==> config.mk <==
export PLATFORM = sky130hd
export DESIGN_NAME = arq_ctrl
export DESIGN_NICKNAME = d
export VERILOG_FILES = /design/src/rtl/arq_ctrl.sv
export SDC_FILE = /design/constraint.sdc
export NUM_CORES = 1
export LEC_CHECK = 0
export CAP_MARGIN = 20
export CORE_MARGIN = 3
export CORE_UTILIZATION = 41
export CTS_CLUSTER_DIAMETER = 200
export DETAILED_ROUTE_END_ITERATION = 7
export HOLD_SLACK_MARGIN = 0.06
export MAX_ROUTING_LAYER = met4
export PLACE_DENSITY = 0.81
export SLEW_MARGIN = 20
export SYNTH_ARGS = -nofsm -noshare
export SYNTH_HDL_FRONTEND = slang
export SYNTH_SLANG_ARGS = --single-unit
==> constraint.sdc <==
create_clock -name i_clk -period 1.9 [get_ports i_clk]
set_input_delay 0.19 -clock i_clk [delete_from_list [all_inputs] [get_ports i_clk]]
set_output_delay 0.19 -clock i_clk [all_outputs]
set_load 0.02 [all_outputs]
==> src/rtl/arq_ctrl.sv <==
// Stop-and-wait ARQ scheduler: sends one buffered frame, waits for ACK/NAK or timeout, retries, then releases or drops it.
// Define ARQ_CTRL_STATS_EN to build the tx/retx/drop statistics counters; otherwise those ports are tied to zero.
module arq_ctrl #(
  parameter int TIMEOUT_CYCLES = 1024,
  parameter int MAX_RETRIES    = 3,
  parameter int CNT_W          = 16
) (
  input  logic        i_clk,
  input  logic        i_rst,
  input  logic        i_arq_en,
  input  logic        i_frame_req,
  input  logic        i_frame_done,
  input  logic        i_ack_valid,
  input  logic        i_ack_ok,
  output logic        o_frame_start,
  output logic        o_retrans,
  output logic        o_frame_release,
  output logic        o_frame_drop,
  output logic        o_busy,
  output logic [3:0]  o_retry_cnt,
  output logic [2:0]  o_state,
  output logic [15:0] o_tx_count,
  output logic [15:0] o_retx_count,
  output logic [15:0] o_drop_count
);

  typedef enum logic [2:0] {
    ST_IDLE     = 3'd0,
    ST_SEND     = 3'd1,
    ST_WAIT_ACK = 3'd2,
    ST_RETRY    = 3'd3,
    ST_DONE     = 3'd4,
    ST_DROP     = 3'd5
  } state_t;

  localparam logic [CNT_W-1:0] TIMER_LAST  = CNT_W'(TIMEOUT_CYCLES - 1);
  localparam logic [3:0]       RETRY_LIMIT = 4'(MAX_RETRIES);

  state_t           state;
  logic [CNT_W-1:0] timer;
  logic [3:0]       retry_cnt;
  logic             arq_lat;
  logic             frame_start_q;
  logic             retrans_q;
  logic             release_q;
  logic             drop_q;
  logic             busy_q;

  // frame_start_q doubles as the "first SEND cycle" marker, so a done pulse
  // coinciding with the start command is never mistaken for completion.
  always_ff @(posedge i_clk or posedge i_rst) begin
    if (i_rst) begin
      state         <= ST_IDLE;
      timer         <= '0;
      retry_cnt     <= '0;
      arq_lat       <= 1'b0;
      frame_start_q <= 1'b0;
      retrans_q     <= 1'b0;
      release_q     <= 1'b0;
      drop_q        <= 1'b0;
      busy_q        <= 1'b0;
    end else begin
      frame_start_q <= 1'b0;
      retrans_q     <= 1'b0;
      release_q     <= 1'b0;
      drop_q        <= 1'b0;
      case (state)
        ST_IDLE: begin
          if (i_frame_req) begin
            state         <= ST_SEND;
            retry_cnt     <= '0;
            arq_lat       <= i_arq_en;
            frame_start_q <= 1'b1;
            busy_q        <= 1'b1;
          end
        end
        ST_SEND: begin
          if (!frame_start_q && i_frame_done) begin
            if (arq_lat) begin
              state <= ST_WAIT_ACK;
              timer <= '0;
            end else begin
              state     <= ST_DONE;
              release_q <= 1'b1;
            end
          end
        end
        // A real ACK/NAK outranks a timeout landing on the same cycle.
        ST_WAIT_ACK: begin
          timer <= timer + 1'b1;
          if (i_ack_valid && i_ack_ok) begin
            state     <= ST_DONE;
            release_q <= 1'b1;
          end else if (i_ack_valid || (timer == TIMER_LAST)) begin
            if (retry_cnt >= RETRY_LIMIT) begin
              state     <= ST_DROP;
              release_q <= 1'b1;
              drop_q    <= 1'b1;
            end else begin
              state <= ST_RETRY;
            end
          end
        end
        ST_RETRY: begin
          if (retry_cnt != 4'hF) begin
            retry_cnt <= retry_cnt + 4'd1;
          end
          state         <= ST_SEND;
          frame_start_q <= 1'b1;
          retrans_q     <= 1'b1;
        end
        ST_DONE, ST_DROP: begin
          state  <= ST_IDLE;
          busy_q <= 1'b0;
        end
        default: begin
          state  <= ST_IDLE;
          busy_q <= 1'b0;
        end
      endcase
    end
  end

  assign o_frame_start   = frame_start_q;
  assign o_retrans       = retrans_q;
  assign o_frame_release = release_q;
  assign o_frame_drop    = drop_q;
  assign o_busy          = busy_q;
  assign o_retry_cnt     = retry_cnt;
  assign o_state         = state;

`ifdef ARQ_CTRL_STATS_EN
  logic [15:0] tx_count;
  logic [15:0] retx_count;
  logic [15:0] drop_count;

  // Counters follow the registered pulses, so they update one cycle after each event.
  always_ff @(posedge i_clk or posedge i_rst) begin
    if (i_rst) begin
      tx_count   <= '0;
      retx_count <= '0;
      drop_count <= '0;
    end else begin
      if (frame_start_q && (tx_count != 16'hFFFF)) begin
        tx_count <= tx_count + 16'd1;
      end
      if (frame_start_q && retrans_q && (retx_count != 16'hFFFF)) begin
        retx_count <= retx_count + 16'd1;
      end
      if (drop_q && (drop_count != 16'hFFFF)) begin
        drop_count <= drop_count + 16'd1;
      end
    end
  end

  assign o_tx_count   = tx_count;
  assign o_retx_count = retx_count;
  assign o_drop_count = drop_count;
`else
  assign o_tx_count   = '0;
  assign o_retx_count = '0;
  assign o_drop_count = '0;
`endif

endmodule

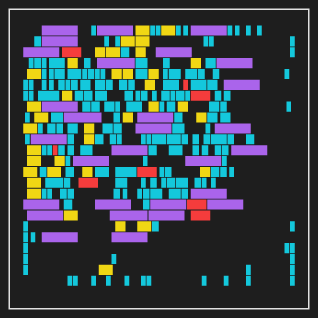
*Cells coloured by class*
Scale: 4 px per um.
legend:
  registers:
    colour: purple
    cells: 29
    share_of_their_area: 34%
  clock drivers and dummy loads:
    colour: red
    cells: 8
    share_of_their_area: 4.2%
  remaining buffers and delay cells:
    colour: yellow
    cells: 37
    share_of_their_area: 15%
  remaining logic cells:
    colour: cyan
    cells: 182
    share_of_their_area: 46%

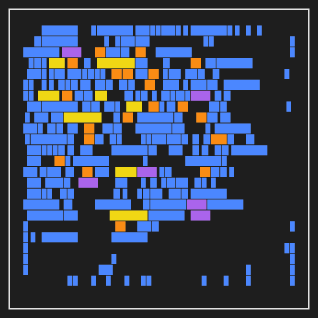
*Cells by drive strength*
Scale: 4 px per um.
legend:
  x6 and larger:
    colour: purple
    cells: 6
  x2:
    colour: yellow
    cells: 8
  x3 and x4:
    colour: orange
    cells: 20
  x1 and smaller:
    colour: blue
    cells: 222

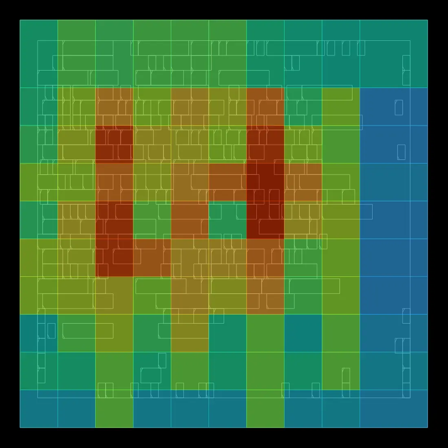
*Track usage over the die*
met2 GRT Util: 23.71%
Avg WL per Cell: 12.76 um
GRT busiest layer: met2
met3 Track Usage GR: 5.541%
fin util: 49.38%

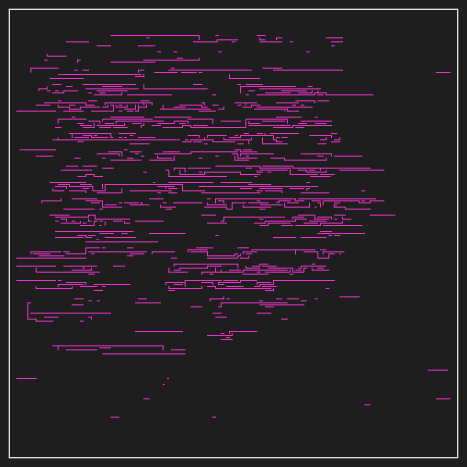
*M1 wires*
Scale: 6 px per um.
wire length on this layer: 1710 um
main direction: horizontal
share of all routed wire: 44%
DR vias: 1558
WL final: 3.929 mm
met1 usage: 18.99%

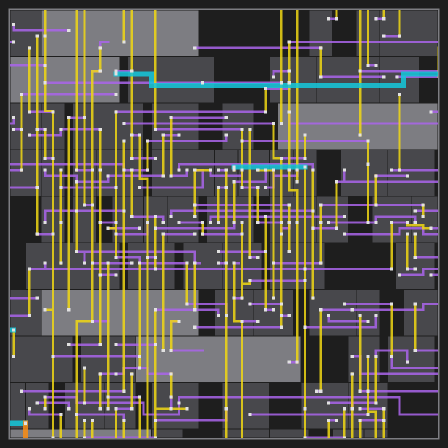
*Zoomed window*
Window x 6 to 31, y 43 to 68 um. Cells in grey, sequential cells in the stronger grey; small squares are vias.
legend:
  M3:
    colour: cyan
  M2:
    colour: yellow
  M4:
    colour: orange
  M1:
    colour: purple
cells with their middle in the window: 59
sequential cells in the window: 5
most frequent: buf_4 (7), nor2_1 (6), a21oi_1 (5)
netlist names of flops here include: o_state (2)

==> flow_metrics.tcl <==
# collected from the flow reports
set metrics [dict create \
    powerClk_uw 525 \
    largest_reg_flops 16 \
    synth_top_cell_by_count "buf_4" \
    synth.top_cell.area_share_pct 37.74 \
    p_switching_uw 989.9 \
    power_top_consumer "combinational cells" \
    drc 0 \
    clkCellAreaFrac_pct 4.105 \
    slowest_delay_ps 430 \
    crit_type "flop to flop" \
    grt_pass1_vias 1420 \
    ff2ff_setup_slack_ps 120 \
    mi_logic_area_sq_um 972.2 \
    wl_met3_um 232 \
    reg2regPathDepth 5 \
    synth.cellmix.simpleShare_pct 22.84 \
    cts_sinks 29 \
    crit_arrival_ps 1940 \
    p_per_area_nw_per_um2 1148 \
    ys_sh_xor_pct 0.9109 \
    yosysChipArea_sq_um 1923 \
    postCtsSetupRepairBufs 0 \
    path_delay_family "AND-OR/OR-AND gates" \
    buf_share_pct 14.71 \
    diodes 0 \
    antenna_found_initial 0 \
    core-area_sq_um 4444 \
    placed_cells 299 \
    cts_root_buf "clkbuf_8" \
    hold_class "input port to asynchronous set/reset pin" \
    reg2reg_to "timer[15]" \
    grt_pass1_wl_mm 6.320 \
    worstSetupStartpointType "flop" \
    crit_buf_inv 1 \
    globalplace.congestion 0.8577 \
    topCellsByArea "dfrtp_1 38%, buf_4 19%, nand2_1 4.1%" \
    cp-endpoint "timer[15]" \
    ys_top_logic_family "simple AND/OR/NAND/NOR gates" \
    powerComb_uw 1030 \
    comb_cells 178 \
    worstPathRequired_ps 2060 \
    clock_latency_ps 290 \
    drv_slew 0 \
    flops 29 \
    fill_cells 423 \
    flop_area_sq_um 729.5 \
    combPwrFrac_pct 40.9 \
    nClkBuffers 8 \
    dpl_worst_slack_ps 32.02 \
    die_h_um 74.49 \
    dp_hpwl_mm 2.867 \
    totalPowerFinal_uw 2520 \
    postCtsHoldBufs 0 \
    viasPerCell 5.058 \
    timing.rr.start "o_state[0]" \
    flop_cell "dfrtp_1" \
    area.growth.synth_to_final_pct 14.12 \
    drt-initial-drc-count 113 \
    io_buffers 18 \
    status "complete, no violations" \
    finalSetupViolCount 0 \
    synth_flops 29 \
    edf_count 0 \
    clkPwrFrac_pct 20.8 \
    period_used_pct 93.60 \
    cts_tree "yes" \
    clk_path_buf_depth 2 \
    p_seq_uw 963 \
    rows 24 \
    final_nets 264 \
    largest_area_cell "dfrtp_1" \
    synthCells 220 \
    p_int_uw 1530 \
    yosysWarnings 0 \
    async_reset_ff_share_pct 100.0 \
    setup.worst_path.end_class "flop" \
    boundaryPins 67 \
    fmax_ghz 0.5623 \
    finalCriticalPeriod_ps 1778 \
    met1Wirelength_mm 1.712 \
    die_w_um 74.49 \
    hold_ws_ps 281.8 \
    n_all_inverters 4 \
    first_pass_iters 4 \
    grt_usage_pct 15.52 \
    finClkSkew_ps 7.762 \
    power_frac_seq_pct 38.2 \
    cp_cell_sequence "or3b_1, o31a_1, buf_4, o41ai_1, a21oi_1" \
    highest_layer "met4" \
]
## cells in the final DEF (no fill, tap or decap), types with 3 or more instances in the layout
cell type,instances
o31ai_1,4
nand2_1,21
a21oi_1,15
nor3_1,3
buf_4,19
and3_1,3
dfrtp_2,3
or4_1,3
nand3_1,9
inv_1,4
nand2b_1,5
conb_1,48
clkdlybuf4s50_1,18
nor2_1,11
dfrtp_1,26
nand4_1,3
o21ai_0,15
clkbuf_8,6
or3_1,4
## metal layers
metal / global-route usage, % / vias to the layer above
met2: 23.71 / 53
li1: - / 753
met1: 18.99 / 746
met4: 5.336 / 0
met3: 5.541 / 6
met5: - / -
